**I/O pins on the die edge**

Pins as bars across the die edge, other pins in grey.
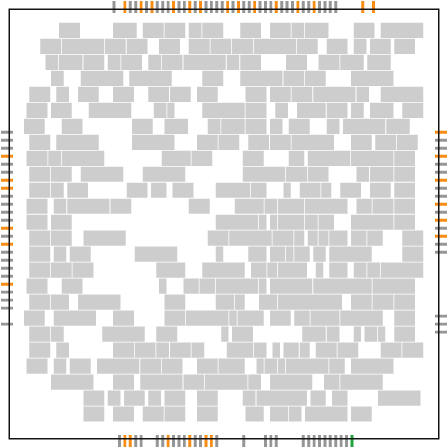
**Placed standard cells**

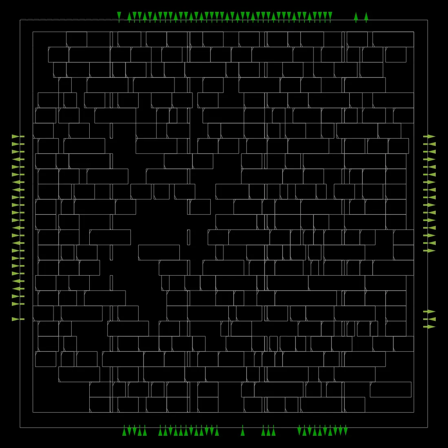
**Nets reached from selected ports**

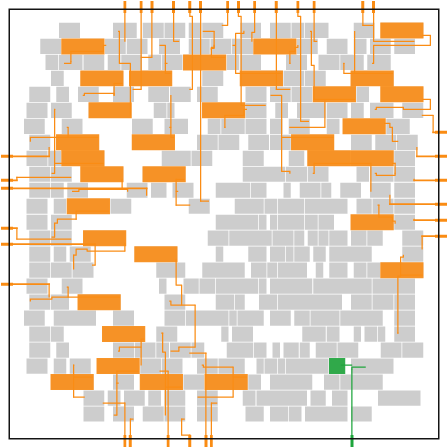
[src/rtl/ptw_walk_arbiter_if.sv]
// Handshake bundle between the two TLB requesters, the shared page-table walker and the walk arbiter.
interface ptw_walk_arbiter_if #(
  parameter int XLEN = 32
);
  logic            if_miss_valid;
  logic [XLEN-1:0] if_miss_vaddr;
  logic            ex_miss_valid;
  logic [XLEN-1:0] ex_miss_vaddr;
  logic            ex_miss_is_store;
  logic            translation_enabled;
  logic            tlb_flush_all;
  logic            tlb_flush_vaddr;
  logic            ptw_req_valid;
  logic [XLEN-1:0] ptw_req_vaddr;
  logic            ptw_req_is_store;
  logic            ptw_req_is_fetch;
  logic            ptw_done;
  logic            ptw_page_fault;
  logic            ptw_result_valid;
  logic            itlb_update_valid;
  logic            dtlb_update_valid;
  logic            if_walk_done;
  logic            ex_walk_done;
  logic            if_walk_fault;
  logic            ex_walk_fault;
  logic            busy;

  modport slave (
    input  if_miss_valid, if_miss_vaddr, ex_miss_valid, ex_miss_vaddr, ex_miss_is_store,
           translation_enabled, tlb_flush_all, tlb_flush_vaddr,
           ptw_done, ptw_page_fault, ptw_result_valid,
    output ptw_req_valid, ptw_req_vaddr, ptw_req_is_store, ptw_req_is_fetch,
           itlb_update_valid, dtlb_update_valid, if_walk_done, ex_walk_done,
           if_walk_fault, ex_walk_fault, busy
  );

  modport master (
    output if_miss_valid, if_miss_vaddr, ex_miss_valid, ex_miss_vaddr, ex_miss_is_store,
           translation_enabled, tlb_flush_all, tlb_flush_vaddr,
           ptw_done, ptw_page_fault, ptw_result_valid,
    input  ptw_req_valid, ptw_req_vaddr, ptw_req_is_store, ptw_req_is_fetch,
           itlb_update_valid, dtlb_update_valid, if_walk_done, ex_walk_done,
           if_walk_fault, ex_walk_fault, busy
  );
endinterface

[src/rtl/ptw_walk_arbiter.sv]
// Grants the shared page-table walker to the I-TLB or D-TLB, routes the result back and drops
// walks made stale by a flush or by translation being switched off.
module ptw_walk_arbiter #(
  parameter int XLEN         = 32,
  parameter int MAX_IF_DEFER = 4
) (
  input  logic              clk,
  input  logic              reset,
  ptw_walk_arbiter_if.slave bus
);
  localparam int CNT_W = (MAX_IF_DEFER < 1) ? 1 : $clog2(MAX_IF_DEFER + 1);
  localparam logic [CNT_W-1:0] CNT_MAX = CNT_W'(MAX_IF_DEFER);

  typedef enum logic [1:0] {IDLE, WALK_IF, WALK_EX} state_t;

  state_t          state_q, state_d;
  logic [CNT_W-1:0] defer_cnt_q, defer_cnt_d;
  logic            stale_q, stale_d;
  logic            mask_if_q, mask_if_d;
  logic            mask_ex_q, mask_ex_d;
  logic [XLEN-1:0] vaddr_q, vaddr_d;
  logic            is_store_q, is_store_d;
  logic            is_fetch_q, is_fetch_d;

  logic if_elig, ex_elig, flush, keep;

  // A side that just completed is held off for one cycle so its done pulse can retire the miss.
  assign if_elig = bus.if_miss_valid && !mask_if_q;
  assign ex_elig = bus.ex_miss_valid && !mask_ex_q;
  assign flush   = bus.tlb_flush_all || bus.tlb_flush_vaddr;
  assign keep    = !stale_q && !flush;

  assign bus.ptw_req_valid    = (state_q != IDLE);
  assign bus.busy             = (state_q != IDLE);
  assign bus.ptw_req_vaddr    = vaddr_q;
  assign bus.ptw_req_is_store = is_store_q;
  assign bus.ptw_req_is_fetch = is_fetch_q;

  always_comb begin
    state_d               = state_q;
    defer_cnt_d           = defer_cnt_q;
    stale_d               = stale_q;
    mask_if_d             = 1'b0;
    mask_ex_d             = 1'b0;
    vaddr_d               = vaddr_q;
    is_store_d            = is_store_q;
    is_fetch_d            = is_fetch_q;
    bus.itlb_update_valid = 1'b0;
    bus.dtlb_update_valid = 1'b0;
    bus.if_walk_done      = 1'b0;
    bus.ex_walk_done      = 1'b0;
    bus.if_walk_fault     = 1'b0;
    bus.ex_walk_fault     = 1'b0;

    unique case (state_q)
      IDLE: begin
        if (bus.translation_enabled) begin
          if (if_elig && (!ex_elig || defer_cnt_q == CNT_MAX)) begin
            state_d     = WALK_IF;
            defer_cnt_d = '0;
            stale_d     = 1'b0;
            vaddr_d     = bus.if_miss_vaddr;
            is_store_d  = 1'b0;
            is_fetch_d  = 1'b1;
          end else if (ex_elig) begin
            state_d    = WALK_EX;
            stale_d    = 1'b0;
            vaddr_d    = bus.ex_miss_vaddr;
            is_store_d = bus.ex_miss_is_store;
            is_fetch_d = 1'b0;
            // Only a contested EX win counts against the fetch side.
            if (if_elig && defer_cnt_q != CNT_MAX) defer_cnt_d = defer_cnt_q + CNT_W'(1);
          end
        end
      end
      WALK_IF: begin
        if (flush || !bus.translation_enabled) stale_d = 1'b1;
        if (bus.ptw_done) begin
          bus.itlb_update_valid = keep && bus.ptw_result_valid;
          bus.if_walk_done      = keep && bus.if_miss_valid;
          bus.if_walk_fault     = keep && bus.if_miss_valid && bus.ptw_page_fault;
          mask_if_d             = 1'b1;
          state_d               = IDLE;
        end
      end
      WALK_EX: begin
        if (flush || !bus.translation_enabled) stale_d = 1'b1;
        if (bus.ptw_done) begin
          bus.dtlb_update_valid = keep && bus.ptw_result_valid;
          bus.ex_walk_done      = keep && bus.ex_miss_valid;
          bus.ex_walk_fault     = keep && bus.ex_miss_valid && bus.ptw_page_fault;
          mask_ex_d             = 1'b1;
          state_d               = IDLE;
        end
      end
      default: state_d = IDLE;
    endcase
  end

  always_ff @(posedge clk) begin
    if (reset) begin
      state_q     <= IDLE;
      defer_cnt_q <= '0;
      stale_q     <= 1'b0;
      mask_if_q   <= 1'b0;
      mask_ex_q   <= 1'b0;
      vaddr_q     <= '0;
      is_store_q  <= 1'b0;
      is_fetch_q  <= 1'b0;
    end else begin
      state_q     <= state_d;
      defer_cnt_q <= defer_cnt_d;
      stale_q     <= stale_d;
      mask_if_q   <= mask_if_d;
      mask_ex_q   <= mask_ex_d;
      vaddr_q     <= vaddr_d;
      is_store_q  <= is_store_d;
      is_fetch_q  <= is_fetch_d;
    end
  end
endmodule

[src/flat_wrapper.sv]
// flat-port wrapper written by rule: the top's interface ports become plain ports
module ptw_walk_arbiter_flat 
#(
  parameter int XLEN         = 32,
  parameter int MAX_IF_DEFER = 4
)
  (clk, reset, bus_if_miss_valid, bus_if_miss_vaddr, bus_ex_miss_valid, bus_ex_miss_vaddr, bus_ex_miss_is_store, bus_translation_enabled, bus_tlb_flush_all, bus_tlb_flush_vaddr, bus_ptw_done, bus_ptw_page_fault, bus_ptw_result_valid, bus_ptw_req_valid, bus_ptw_req_vaddr, bus_ptw_req_is_store, bus_ptw_req_is_fetch, bus_itlb_update_valid, bus_dtlb_update_valid, bus_if_walk_done, bus_ex_walk_done, bus_if_walk_fault, bus_ex_walk_fault, bus_busy);
  ptw_walk_arbiter_if #(.XLEN(XLEN)) bus_i ();
  input  logic clk;
  input  logic reset;
  input wire logic [$bits(bus_i.if_miss_valid)-1:0] bus_if_miss_valid;
  input wire logic [$bits(bus_i.if_miss_vaddr)-1:0] bus_if_miss_vaddr;
  input wire logic [$bits(bus_i.ex_miss_valid)-1:0] bus_ex_miss_valid;
  input wire logic [$bits(bus_i.ex_miss_vaddr)-1:0] bus_ex_miss_vaddr;
  input wire logic [$bits(bus_i.ex_miss_is_store)-1:0] bus_ex_miss_is_store;
  input wire logic [$bits(bus_i.translation_enabled)-1:0] bus_translation_enabled;
  input wire logic [$bits(bus_i.tlb_flush_all)-1:0] bus_tlb_flush_all;
  input wire logic [$bits(bus_i.tlb_flush_vaddr)-1:0] bus_tlb_flush_vaddr;
  input wire logic [$bits(bus_i.ptw_done)-1:0] bus_ptw_done;
  input wire logic [$bits(bus_i.ptw_page_fault)-1:0] bus_ptw_page_fault;
  input wire logic [$bits(bus_i.ptw_result_valid)-1:0] bus_ptw_result_valid;
  output wire logic [$bits(bus_i.ptw_req_valid)-1:0] bus_ptw_req_valid;
  output wire logic [$bits(bus_i.ptw_req_vaddr)-1:0] bus_ptw_req_vaddr;
  output wire logic [$bits(bus_i.ptw_req_is_store)-1:0] bus_ptw_req_is_store;
  output wire logic [$bits(bus_i.ptw_req_is_fetch)-1:0] bus_ptw_req_is_fetch;
  output wire logic [$bits(bus_i.itlb_update_valid)-1:0] bus_itlb_update_valid;
  output wire logic [$bits(bus_i.dtlb_update_valid)-1:0] bus_dtlb_update_valid;
  output wire logic [$bits(bus_i.if_walk_done)-1:0] bus_if_walk_done;
  output wire logic [$bits(bus_i.ex_walk_done)-1:0] bus_ex_walk_done;
  output wire logic [$bits(bus_i.if_walk_fault)-1:0] bus_if_walk_fault;
  output wire logic [$bits(bus_i.ex_walk_fault)-1:0] bus_ex_walk_fault;
  output wire logic [$bits(bus_i.busy)-1:0] bus_busy;
  assign bus_i.if_miss_valid = bus_if_miss_valid;
  assign bus_i.if_miss_vaddr = bus_if_miss_vaddr;
  assign bus_i.ex_miss_valid = bus_ex_miss_valid;
  assign bus_i.ex_miss_vaddr = bus_ex_miss_vaddr;
  assign bus_i.ex_miss_is_store = bus_ex_miss_is_store;
  assign bus_i.translation_enabled = bus_translation_enabled;
  assign bus_i.tlb_flush_all = bus_tlb_flush_all;
  assign bus_i.tlb_flush_vaddr = bus_tlb_flush_vaddr;
  assign bus_i.ptw_done = bus_ptw_done;
  assign bus_i.ptw_page_fault = bus_ptw_page_fault;
  assign bus_i.ptw_result_valid = bus_ptw_result_valid;
  assign bus_ptw_req_valid = bus_i.ptw_req_valid;
  assign bus_ptw_req_vaddr = bus_i.ptw_req_vaddr;
  assign bus_ptw_req_is_store = bus_i.ptw_req_is_store;
  assign bus_ptw_req_is_fetch = bus_i.ptw_req_is_fetch;
  assign bus_itlb_update_valid = bus_i.itlb_update_valid;
  assign bus_dtlb_update_valid = bus_i.dtlb_update_valid;
  assign bus_if_walk_done = bus_i.if_walk_done;
  assign bus_ex_walk_done = bus_i.ex_walk_done;
  assign bus_if_walk_fault = bus_i.if_walk_fault;
  assign bus_ex_walk_fault = bus_i.ex_walk_fault;
  assign bus_busy = bus_i.busy;
  ptw_walk_arbiter #(.XLEN(XLEN), .MAX_IF_DEFER(MAX_IF_DEFER)) u_core (.clk(clk), .reset(reset), .bus(bus_i));
endmodule
[config.mk]
export PLATFORM = sky130hd
export DESIGN_NAME = ptw_walk_arbiter_flat
export DESIGN_NICKNAME = d
export VERILOG_FILES = /design/src/rtl/ptw_walk_arbiter_if.sv /design/src/rtl/ptw_walk_arbiter.sv /design/src/flat_wrapper.sv
export SDC_FILE = /design/constraint.sdc
export NUM_CORES = 1
export LEC_CHECK = 0
export CORE_MARGIN = 2
export CORE_UTILIZATION = 39
export DETAILED_ROUTE_END_ITERATION = 8
export GPL_TIMING_DRIVEN = 1
export PLACE_DENSITY = 0.88
export SETUP_SLACK_MARGIN = 0.3
export SYNTH_ARGS = -nofsm -noshare
export SYNTH_HDL_FRONTEND = slang
export SYNTH_SLANG_ARGS = --single-unit
[constraint.sdc]
create_clock -name clk -period 2.49 [get_ports clk]
set_input_delay 0.498 -clock clk [delete_from_list [all_inputs] [get_ports clk]]
set_output_delay 0.498 -clock clk [all_outputs]
set_load 0.05 [all_outputs]
==> impl_metrics.py <==
# Generated from Yosys and OpenROAD reports
metrics = {
    "global_routing": {
        "grt_overflow_total": 0,
        "grt_pass1_wl_um": 8920,
        "grt_antenna_before_repair": 0,
        "grtUsageTotal_pct": 21.5,
    },
    "route": {
        "antenna_left": 0,
        "first_pass_iters": 4,
        "avgRoutedWirePerCell_um": 16.4,
        "maxUsedRoutingLayer": "met4",
        "routed_via_density": 5.24,
        "drt-met1-wl_um": 2240,
        "drc": 0,
        "wl_met2_um": 3080,
    },
    "sta": {
        "tightest_slew_ns": 0.586,
        "clock.fmax_mhz": 472,
        "period_used_pct": 85.1,
        "rsz0062_at_grt": "false",
        "period_needed_ns": 2.12,
        "max_slew_margin_pct": 60.9,
        "setup-tns-final_ns": 0,
        "setup_violations": 0,
    },
    "critical_path": {
        "startpoint_type": "primary input",
        "worst-path-max-fanout": 3,
        "crit_path_max_incr_delay_ns": 0.31,
        "crit_type": "in2out",
        "slowest_stage": "nor4b_4",
        "critical-path-top-delay-family": "simple AND/OR/NAND/NOR gates",
    },
    "layout": {
        "synthToLayoutAreaGrowth_pct": 78.4,
        "diodes": 0,
        "drive_above_1_share_pct": 16.2,
    },
    "cts": {
        "cts_tree": "yes",
        "cts.sinks": 42,
    },
    "yosys": {
        "ys_seq_share_pct": 45.5,
        "ys_types": 36,
        "syn-num-nets": 253,
        "syn-cell-area_um2": 1850,
        "yosysWarnings": 0,
        "syn-mean-instance-area_um2": 10.7,
        "synthArstFlopShare_pct": 0,
        "yosysTopAreaCell": "dfxtp_1",
    },
    "run": {
        "tool_warnings": 29,
    },
    "min_path": {
        "worst_hold_startpoint": "u_core.defer_cnt_q[2]",
    },
    "floorplan": {
        "die-area_um2": 5300,
        "coreArea_um2": 4630,
    },
    "placement": {
        "dp_cells": 341,
        "dpl.hpwl_um": 4070,
    },
    "power_and_ir_drop": {
        "leakage_nw": 1.33,
    },
    "run_status": {
        "status": "finished clean",
    },
}
About 'I/O pins on the die edge':
- orange: bus_ptw_req_vaddr (pins 32; direction output; edge 14 top, 6 left, 6 bottom, 6 right)
- green: bus_ex_walk_fault (pins 1; direction output; edge bottom)
- all pins by edge: 43 top, 31 bottom, 24 left, 19 right
Die Height: 72.8 um
IO Port Bufs: 116
chip width: 72.8 um

About 'placed standard cells':
final core occ: 71.2%
Fill cells: 347
flop share of the area: 25.5%

About 'nets reached from selected ports':
- orange: bus_ptw_req_vaddr (bits 32; direction output; end cells 32; wire 766 um)
- green: bus_ex_walk_fault (bits 1; direction output; end cells 1; wire 15.9 um)
I/O pins: 117

==> worst register-to-register path: cells and delay by family, from the launching register on <==
family	cells	cell delay, ns
AND-OR/OR-AND	2	0.37
adder cells (fa/ha/maj)	1	0.29
buffers and inverters	2	0.33
flip-flops	1	0.35
AND/OR/NAND/NOR	2	0.59
==> worst paths after layout <==
| kind | endpoint | slack [ns] | cells past startpoint |
|---|---|---|---|
| setup / recovery | bus_if_walk_fault | 0.37 | 5 |
| hold / removal | u_core.defer_cnt_q[2] | 0.49 | 2 |
| setup reg to reg | u_core.bus.ptw_req_vaddr[7] | 0.51 | 7 |
| hold reg to reg | u_core.defer_cnt_q[2] | 0.49 | 2 |
==> cell families (layout without fill, tap and decap cells) <==
kind of cell,count (synthesis),after routing,synth area share [%]
simple gates,60,60,20.3
fa+ha+maj,5,5,3.39
mux,1,1,0.542
buf+inv,18,141,5.48
flops,42,42,45.5
compound gates,47,47,24.8
==> layer usage <==
layer	vias up	GRT usage, %
met5	-	0
li1	884	-
met4	0	9.05
met2	78	39.1
met3	10	4.42
met1	862	24.3
==> metrics by stage <==
step	hold WS [ns]	setup WS, ns
final	0.488	0.370
after global routing	0.500	0.301
after CTS	0.488	0.350
after detailed placement	0.468	-0.0817
after global placement	0.459	0.0452
after floorplan	0.442	0.349
==> where the power goes <==
| part | leakage (nW) | total (mW) | internal [mW] | switching, mW |
|---|---|---|---|---|
| clock | 0.0524 | 0.530 | 0.300 | 0.230 |
| sequential | 0.344 | 0.748 | 0.721 | 0.0274 |
| combinational | 0.932 | 0.546 | 0.254 | 0.291 |
| total | 1.33 | 1.82 | 1.28 | 0.549 |
==> flip-flops by register name, summed over array words and instances (netlist names) <==
signal                       count
u_core.bus.ptw_req_vaddr        32
u_core.defer_cnt_q               3
u_core.state_q                   2
u_core.bus.ptw_req_is_fetch      1
u_core.bus.ptw_req_is_store      1
u_core.mask_ex_q                 1
u_core.mask_if_q                 1
u_core.stale_q                   1
==> layout make-up <==
cell class | instances | area, um2 | area share [%]
inverters | 7 | 26.3 | 0.797
flip-flops and latches | 42 | 841 | 25.5
well taps | 54 | 67.6 | 2.05
clock buffers | 7 | 76.3 | 2.31
repair buffers | 126 | 1320 | 40.0
multi-input cells | 113 | 938 | 28.5
clock inverters | 1 | 30.0 | 0.911
==> cells in the final DEF, fill, tap and decap left out, drive strengths merged <==
cell type      count
a2111oi            1
a21o               1
a21oi              2
a221o             32
a221oi             1
a22o               1
a22oi              1
a31oi              1
and2              35
and3               6
buf               16
bufinv             1
clkbuf             7
clkdlybuf4s15      2
clkdlybuf4s50    105
dfxtp             42
dlygate4sd2        3
ha                 5
inv                7
mux2i              1
nand2              2
nand2b             2
nand3b             1
nand4b             1
nor2               7
nor2b              2
nor3               3
nor4b              1
o21a               1
o21ai              3
o21ba              1
o22ai              1
o2bb2ai            1
==> what timing repair did <==
item / in CTS / in global routing
pin swaps: 1 / 0
hold buffers: 0 / 0
endpoints found under the hold margin: 0 / 0
resized: 8 / 2
buffers inserted: 1 / 0
setup endpoints to repair: 8 / 2
Power is estimated from default activity; no workload was simulated.
